==> config.mk <==
export PLATFORM = sky130hd
export DESIGN_NAME = keypad_scanner
export DESIGN_NICKNAME = d
export VERILOG_FILES = /design/src/rtl/keypad_pkg.sv /design/src/rtl/key_decode.sv /design/src/rtl/keypad_scanner.sv
export SDC_FILE = /design/constraint.sdc
export NUM_CORES = 1
export LEC_CHECK = 0
export ABC_AREA = 1
export CORE_MARGIN = 1.5
export CORE_UTILIZATION = 59
export CTS_CLUSTER_DIAMETER = 80
export DETAILED_ROUTE_END_ITERATION = 8
export GPL_TIMING_DRIVEN = 0
export PLACE_DENSITY = 0.79
export SKIP_CTS_REPAIR_TIMING = 1
export SYNTH_ARGS = -nofsm -noshare
export SYNTH_HDL_FRONTEND = slang
export SYNTH_SLANG_ARGS = --single-unit
==> constraint.sdc <==
create_clock -name clk -period 2.76 [get_ports clk]
set_input_delay 0.276 -clock clk [delete_from_list [all_inputs] [get_ports clk]]
set_output_delay 0.276 -clock clk [all_outputs]
set_load 0.01 [all_outputs]
==> src/rtl/keypad_pkg.sv <==
// Shared definitions for the 4x4 keypad scanner: FSM state encoding, key codes
// and the row/column to key-code map.
// Latency: none (types, constants and pure functions only). Backpressure: n/a.
package keypad_pkg;

   typedef enum logic [1:0] {
      SCAN     = 2'd0,
      DEBOUNCE = 2'd1,
      PRESSED  = 2'd2
   } state_t;

   localparam logic [4:0] KEY_A    = 5'd10;
   localparam logic [4:0] KEY_B    = 5'd11;
   localparam logic [4:0] KEY_C    = 5'd12;
   localparam logic [4:0] KEY_D    = 5'd13;
   localparam logic [4:0] KEY_STAR = 5'd14;
   localparam logic [4:0] KEY_HASH = 5'd15;
   localparam logic [4:0] KEY_NONE = 5'd16;

   localparam logic [3:0] COL_FIRST = 4'b1110;
   localparam logic [3:0] ROW_IDLE  = 4'b1111;

   // Row r (top row = 0) and column c to key code.
   function automatic logic [4:0] key_of(input logic [1:0] r, input logic [1:0] c);
      logic [4:0] k;
      case ({r, c})
         4'h0: k = 5'd1;    4'h1: k = 5'd2;    4'h2: k = 5'd3;    4'h3: k = KEY_A;
         4'h4: k = 5'd4;    4'h5: k = 5'd5;    4'h6: k = 5'd6;    4'h7: k = KEY_B;
         4'h8: k = 5'd7;    4'h9: k = 5'd8;    4'hA: k = 5'd9;    4'hB: k = KEY_C;
         4'hC: k = KEY_STAR; 4'hD: k = 5'd0;   4'hE: k = KEY_HASH; default: k = KEY_D;
      endcase
      return k;
   endfunction

   // Next active-low column strobe: 1110 -> 1101 -> 1011 -> 0111 -> 1110.
   function automatic logic [3:0] col_next(input logic [3:0] c);
      return {c[2:0], c[3]};
   endfunction

endpackage

==> src/rtl/key_decode.sv <==
// Combinational keypad decode: active-low row sample + active-low column strobe -> key code.
// Latency: 0 cycles. Backpressure: none (pure combinational).
// Ports: fila[3:0] rows (active low), col[3:0] driven column (one-hot low),
//        code[4:0] key code (KEY_NONE if no row low), multi = more than one row low.
module key_decode
   import keypad_pkg::*;
(
   input  logic [3:0] fila,
   input  logic [3:0] col,
   output logic [4:0] code,
   output logic       multi
);

   logic [2:0] n_low;
   logic [1:0] r_idx;
   logic [1:0] c_idx;

   always_comb begin
      n_low = '0;
      r_idx = '0;
      c_idx = '0;
      for (int i = 0; i < 4; i++) begin
         if (!fila[i]) begin
            n_low = n_low + 3'd1;
            r_idx = 2'(i);
         end
         if (!col[i]) c_idx = 2'(i);
      end
      multi = (n_low > 3'd1);
      code  = (n_low == 3'd0) ? KEY_NONE : key_of(r_idx, c_idx);
   end

endmodule

==> src/rtl/keypad_scanner.sv <==
// 4x4 matrix keypad scanner with debounce; one digito/cambio_digito strobe per accepted press.
// Latency: 2-cycle input synchroniser, strobe one cycle after the DEBOUNCE_SCANS-th matching sample.
// Backpressure: none; the downstream memory must take every strobe (strobes are >= SCAN_DIV apart).
// Ports: clk, rst_n (async, active low), fila[3:0] rows in (active low, async),
//        col[3:0] column drive (one-hot low), digito[4:0] last key (16 = none), cambio_digito strobe.
// Option: define KEY_REPEAT_EN for auto-repeat of a held key every REPEAT_SCANS samples.
module keypad_scanner
   import keypad_pkg::*;
#(
   parameter int SCAN_DIV       = 50_000,
   parameter int DEBOUNCE_SCANS = 4,
   parameter int REPEAT_SCANS   = 250
) (
   input  logic       clk,
   input  logic       rst_n,
   input  logic [3:0] fila,
   output logic [3:0] col,
   output logic [4:0] digito,
   output logic       cambio_digito
);

   localparam int            TW        = (SCAN_DIV > 1) ? $clog2(SCAN_DIV) : 1;
   localparam logic [TW-1:0] TMR_LAST  = TW'(SCAN_DIV - 1);
   localparam int            CW        = $clog2(DEBOUNCE_SCANS + 1);
   localparam logic [CW-1:0] DB_TARGET = CW'(DEBOUNCE_SCANS);

   logic [3:0]    fila_m, fila_s;
   logic [TW-1:0] tmr_q;
   logic          sample;

   state_t        state_q, state_d;
   logic [3:0]    col_q, col_d;
   logic [3:0]    row_q, row_d;
   logic [CW-1:0] cnt_q, cnt_d, cnt_inc;
   logic [4:0]    digito_q, digito_d;
   logic          stb_q, stb_d;
   logic          accept;

   logic [4:0]    key_code;
   logic          key_multi;

   // Rows idle high through the synchroniser so reset never looks like a press.
   always_ff @(posedge clk or negedge rst_n) begin
      if (!rst_n) begin
         fila_m <= ROW_IDLE;
         fila_s <= ROW_IDLE;
      end else begin
         fila_m <= fila;
         fila_s <= fila_m;
      end
   end

   always_ff @(posedge clk or negedge rst_n) begin
      if (!rst_n)      tmr_q <= '0;
      else if (sample) tmr_q <= '0;
      else             tmr_q <= tmr_q + 1'b1;
   end
   assign sample = (tmr_q == TMR_LAST);

   key_decode u_key_decode (
      .fila  (fila_s),
      .col   (col_q),
      .code  (key_code),
      .multi (key_multi)
   );

`ifdef KEY_REPEAT_EN
   localparam int            RW       = $clog2(REPEAT_SCANS + 1);
   localparam logic [RW-1:0] REP_LAST = RW'(REPEAT_SCANS - 1);
   logic [RW-1:0] rep_q, rep_d;

   always_ff @(posedge clk or negedge rst_n) begin
      if (!rst_n) rep_q <= '0;
      else        rep_q <= rep_d;
   end
`endif

   always_ff @(posedge clk or negedge rst_n) begin
      if (!rst_n) begin
         state_q  <= SCAN;
         col_q    <= COL_FIRST;
         row_q    <= ROW_IDLE;
         cnt_q    <= '0;
         digito_q <= KEY_NONE;
         stb_q    <= 1'b0;
      end else begin
         state_q  <= state_d;
         col_q    <= col_d;
         row_q    <= row_d;
         cnt_q    <= cnt_d;
         digito_q <= digito_d;
         stb_q    <= stb_d;
      end
   end

   always_comb begin
      state_d  = state_q;
      col_d    = col_q;
      row_d    = row_q;
      cnt_d    = cnt_q;
      digito_d = digito_q;
      stb_d    = 1'b0;
      accept   = 1'b0;
      cnt_inc  = cnt_q + 1'b1;
`ifdef KEY_REPEAT_EN
      rep_d    = rep_q;
`endif
      case (state_q)
         SCAN: begin
            if (sample) begin
               if (fila_s == ROW_IDLE) begin
                  col_d = col_next(col_q);
               end else begin
                  row_d   = fila_s;
                  cnt_d   = CW'(1);
                  state_d = DEBOUNCE;
                  // A single required sample means this detection is already the accept.
                  if (DEBOUNCE_SCANS == 1) accept = 1'b1;
               end
            end
         end
         DEBOUNCE: begin
            if (sample) begin
               if (fila_s == row_q) begin
                  cnt_d = cnt_inc;
                  if (cnt_inc == DB_TARGET) accept = 1'b1;
               end else begin
                  state_d = SCAN;
                  col_d   = col_next(col_q);
                  cnt_d   = '0;
               end
            end
         end
         PRESSED: begin
            if (sample) begin
               if (fila_s == ROW_IDLE) begin
                  if (cnt_inc == DB_TARGET) begin
                     state_d = SCAN;
                     col_d   = col_next(col_q);
                     cnt_d   = '0;
                  end else begin
                     cnt_d = cnt_inc;
                  end
               end else begin
                  cnt_d = '0;
               end
`ifdef KEY_REPEAT_EN
               // Repeat only while the row pattern is exactly the one accepted.
               if (fila_s == row_q) begin
                  if (rep_q == REP_LAST) begin
                     rep_d = '0;
                     stb_d = 1'b1;
                  end else begin
                     rep_d = rep_q + 1'b1;
                  end
               end else begin
                  rep_d = '0;
               end
`endif
            end
         end
         default: state_d = SCAN;
      endcase

      // Stable pattern: a single row is a key, several rows are a ghost and dropped.
      if (accept) begin
         cnt_d = '0;
`ifdef KEY_REPEAT_EN
         rep_d = '0;
`endif
         if (!key_multi) begin
            digito_d = key_code;
            stb_d    = 1'b1;
            state_d  = PRESSED;
         end else begin
            state_d  = SCAN;
         end
      end
   end

   assign col           = col_q;
   assign digito        = digito_q;
   assign cambio_digito = stb_q;

endmodule

Figure 1. Met3 routing (run 1).
Scale: 4 px per um.
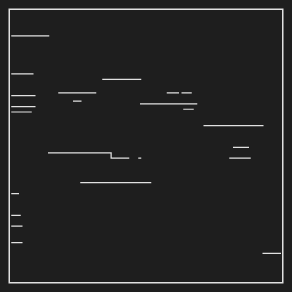
nets with wire on the layer	19
main direction	horizontal
wire length on this layer	148 um
share of all routed wire	3.4%
longest straight run	17.5 um
met3 Use GR: 0.0461
DR vias: 1884

Figure 2. Selected gate families (run 1).
Scale: 6 px per um.
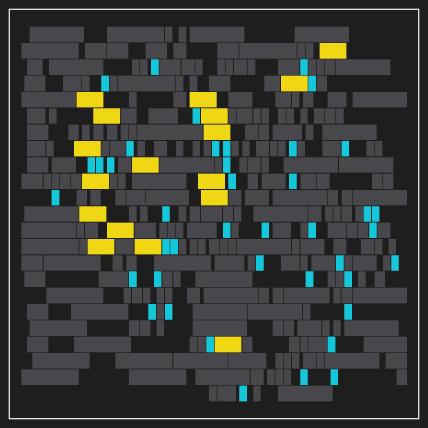
family	colour	cells	most used
inv cells	cyan	41	inv_1
fa/ha/maj cells	yellow	17	ha_1
dominant logic cell type in the layout: nand2_1
fraction of area in multi-input gates: 0.433
final std cells w/o fill: 368

Figure 3. Drive-strength map (run 1).
Scale: 6 px per um.
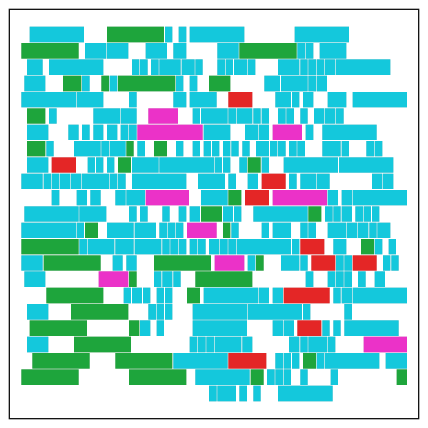
size	colour	cells	share
x3 and x4	red	10	3.1%
x2	green	38	12%
x6 and larger	magenta	9	2.8%
x1 and smaller	cyan	261	82%
finished layout cell area: 0.00286 mm^2
Layout Area Growth over Synthesis: 14.7%
Non-CTS buffers: 18
setup ws final: 0.458 ns

## run 1: critical path, cell delays in order (launching register included)
cell and delay (ns):
dfstp_2 0.60, inv_1 0.11, ha_1 0.31, xnor2_1 0.25, ha_1 0.28, mux2i_1 0.12
nand2_1 0.14, nor2_8 0.19, inv_2 0.08, nand2_1 0.07, o21ai_2 0.05
## run 1: metal layers
layer | vias to the layer above | share of wire | GRT usage
met3 | 6 | 0.034 | 0.0461
met5 | - | 0 | 0
met4 | 0 | 0.013 | 0.0675
met1 | 874 | 0.45 | 0.255
li1 | 972 | - | -
met2 | 32 | 0.50 | 0.373
## run 1: registers in the layout (all words and copies together) (netlist names)
name / flops
fila_s: 4
tmr_q: 16
col: 4
digito: 5
fila_m: 4
cnt_q: 3
state_q: 2
row_q: 4
cambio_digito: 1
==> out/qor.yml, run 1 <==
grt_pass1_vias: 1737
p_seq_frac: 0.518
pwr_density_cell_mw_per_mm2: 436
simple_gate_area_frac: 0.311
drive_gt1_frac: 0.179
yosysChipArea_mm2: 0.00249
cp.arrival_ns: 2.48
fillCellCount: 314
final_hold_viol_count: 0
regArea_mm2: 0.00110
grt_pass1_wl_mm: 7.31
fp_util: 0.619
wire_per_inst_um: 11.8
status: "completed"
synthAdderAreaFrac: 0.0853
end_kind: "flop"
r2r-start: "fila_s[1]"
cts_tree: "yes"
seq_share: 0.384
ctsHtreeMaxLevel: 2
mostFrequentLayoutCells: "81 x nand2_1, 36 x inv_1, 27 x dfrtp_1, 20 x nor2_1, 17 x ha_1"
io_buffers: 15
maxSlewViolCount: 0
p_clk_frac: 0.426
grt_start_max_net_pins: 33
top_logic_kind: "simple AND/OR/NAND/NOR gates"
powerComb_w: 0.0000700
cts_sinks: 43
final_antenna_net_count: 0
ff2ff_setup_slack_ns: 0.46
place_ws_ns: 0.478
p_switching_w: 0.000256
firstDrtPassIters: 4
die_x_um: 68.0
synth_area_mm2: 0.00249
xor_share: 0.0316
largestClassByArea: "logic gates"
postRouteWirelength_mm: 4.33
Figure 4. Met2 routing (run 1).
Scale: 4 px per um.
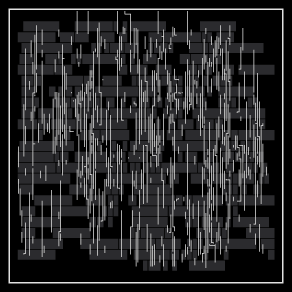

==> run 2, diff against run 1 <==
clock period = 2.14 ns   (was 2.76 ns; I/O delays follow)
Figure 5. Met2 routing (run 2).
Scale: 4 px per um.
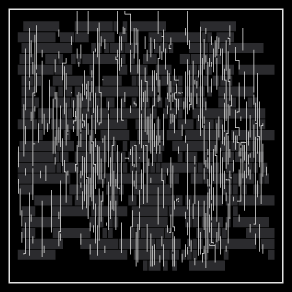
wire length on this layer	2220 um
nets with wire on the layer	257
share of all routed wire	51%
main direction	vertical
Routed WL: 4.40 mm
DR vias: 1902
met2 track utilization from global routing: 0.373

==> out/qor.yml, run 2 <==
crit_chain: "inv_2, ha_4, xnor2_2, ha_1, mux2i_1, nand2_2, nor2_8, inv_2, nand2_1, o21ai_2"
met3_wirelength_um: 143
cpPeakStageDelay_ns: 0.57
status: "completed"
crit_top_cell: "inv_2"
wire_per_inst_um: 11.9
drive_gt1_frac: 0.206
grt_pass1_vias: 1737
xor_share: 0.0316
stdcell_count: 371
maxSlewViolCount: 0
synth_area_mm2: 0.00249
cts_sinks: 43
fin_area_mm2: 0.00291
cp.arrival_ns: 2.23
die_x_um: 68.0
lay_top_count: "nand2_1"
met1_length_mm: 1.98
powerComb_w: 0.000107
p_clk_frac: 0.422
wl_met2_mm: 2.22
r2r-start: "fila_s[0]"
io_buffers: 15
mostFrequentLayoutCells: "80 x nand2_1, 34 x inv_1, 27 x dfrtp_1, 20 x nor2_1"
==> run 2: metrics by stage <==
step | util | hold WS, ns | setup slack (ns)
6_report | 0.722 | 0.324 | 0.0819
5_1_grt | 0.722 | 0.317 | -0.0420
4_1_cts | 0.707 | -0.199 | -0.149
3_5_place_dp | 0.675 | 0.117 | -0.142
3_3_place_gp | 0.671 | 0.346 | -0.233
2_1_floorplan | - | -0.0816 | 0.0710
==> run 2: final cells by class <==
type | count | area [um^2] | share of cell area
Multi-Input combinational cell | 208 | 1270 | 0.436
Sequential cell | 43 | 1100 | 0.377
Timing Repair Buffer | 20 | 198 | 0.0679
Inverter | 41 | 154 | 0.0529
Clock buffer | 7 | 97.6 | 0.0335
Tap cell | 50 | 62.6 | 0.0215
Clock inverter | 1 | 30.0 | 0.0103
Buffer | 1 | 5.00 | 0.00172
Figure 6. Congestion heat map (run 2).
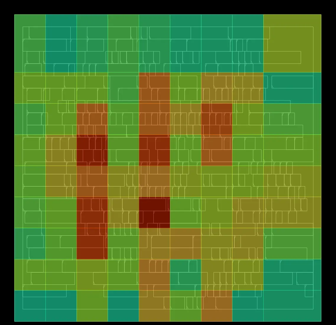

==> run 3, diff against run 2 <==
CORE_MARGIN = default   (was 1.5)
GPL_ROUTABILITY_DRIVEN = 0   (was default)
Figure 7. Congestion heat map (run 3).
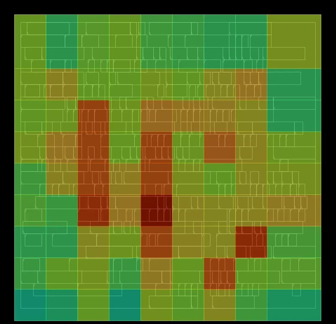
grt peak-use layer: met2
met2 track utilization from global routing: 0.394
GRT met1 Usage: 0.260

==> out/qor.yml, run 3 <==
grt_pass1_vias: 1706
wl_met2_mm: 2.27
syn_to_final_growth_pct: 15.3
synthAdderAreaFrac: 0.0853
ff2ff_setup_slack_ns: 0.07
setup_ws_ns: 0.0658
dp_hpwl_mm: 3.35
crit_cells: 9
largest_register_ffs: 16
io_buffers: 15
end_kind: "flop"
drive_gt1_frac: 0.202
simple_gate_area_frac: 0.311
fin_area_mm2: 0.00287
dr_total_vias: 1900
maxSlewViolCount: 0
synth_area_mm2: 0.00249
cts_buffers: 5
top_logic_kind: "simple AND/OR/NAND/NOR gates"
mostFrequentLayoutCells: "79 x nand2_1, 34 x inv_1, 27 x dfrtp_1, 20 x nor2_1"
postRouteWirelength_mm: 4.50
cp.arrival_ns: 2.31
met1_length_mm: 2.00
r2r-start: "fila_s[1]"
dr.max_layer_used: "met4"
lay_top_count: "nand2_1"
status: "completed"
final_hold_viol_count: 0
fillCellCount: 327
grt_pass1_wl_mm: 7.40
met3_wirelength_um: 154
crit_chain: "inv_2, ha_4, xnor2_4, ha_1, mux2i_1, nand2_2, nor2_8, buf_4, o21a_1"
ctsHtreeMaxLevel: 2
yosysChipArea_mm2: 0.00249
final_util: 0.713
cp_top_family: "flip-flops"
pwr_density_cell_mw_per_mm2: 500
final_antenna_net_count: 0
stdcell_count: 371
largest_register: "tmr_q"
die_x_um: 67.0
firstDrtPassIters: 4
whs_ns: 0.324
place_ws_ns: -0.173
cts_sinks: 43
cp_num_buf_inv: 2
## run 3: cell counts after synthesis
Identical to the previous run, type by type.
## run 3: power breakdown
part           internal, W  switching [W]
sequential        0.000827     0.00000545
clock             0.000229       0.000265
combinational    0.0000441      0.0000661
total              0.00110       0.000336
## run 3: layout make-up
type	instances	area, um^2	share of cell area
inverters	41	156	0.0544
plain buffers	1	5.00	0.00174
flip-flops and latches	43	1100	0.382
well taps	50	62.6	0.0218
repair buffers	20	198	0.0688
clock inverters	1	5.00	0.00174
clock buffers	7	76.3	0.0266
multi-input cells	208	1270	0.443
## run 3: metal layers
| layer | vias up | GRT usage |
|---|---|---|
| li1 | 986 | - |
| met1 | 870 | 0.260 |
| met2 | 36 | 0.394 |
| met3 | 8 | 0.0514 |
| met4 | 0 | 0.0798 |
| met5 | - | 0 |
Power figures rest on the tool's default switching activity, not on a simulated workload.
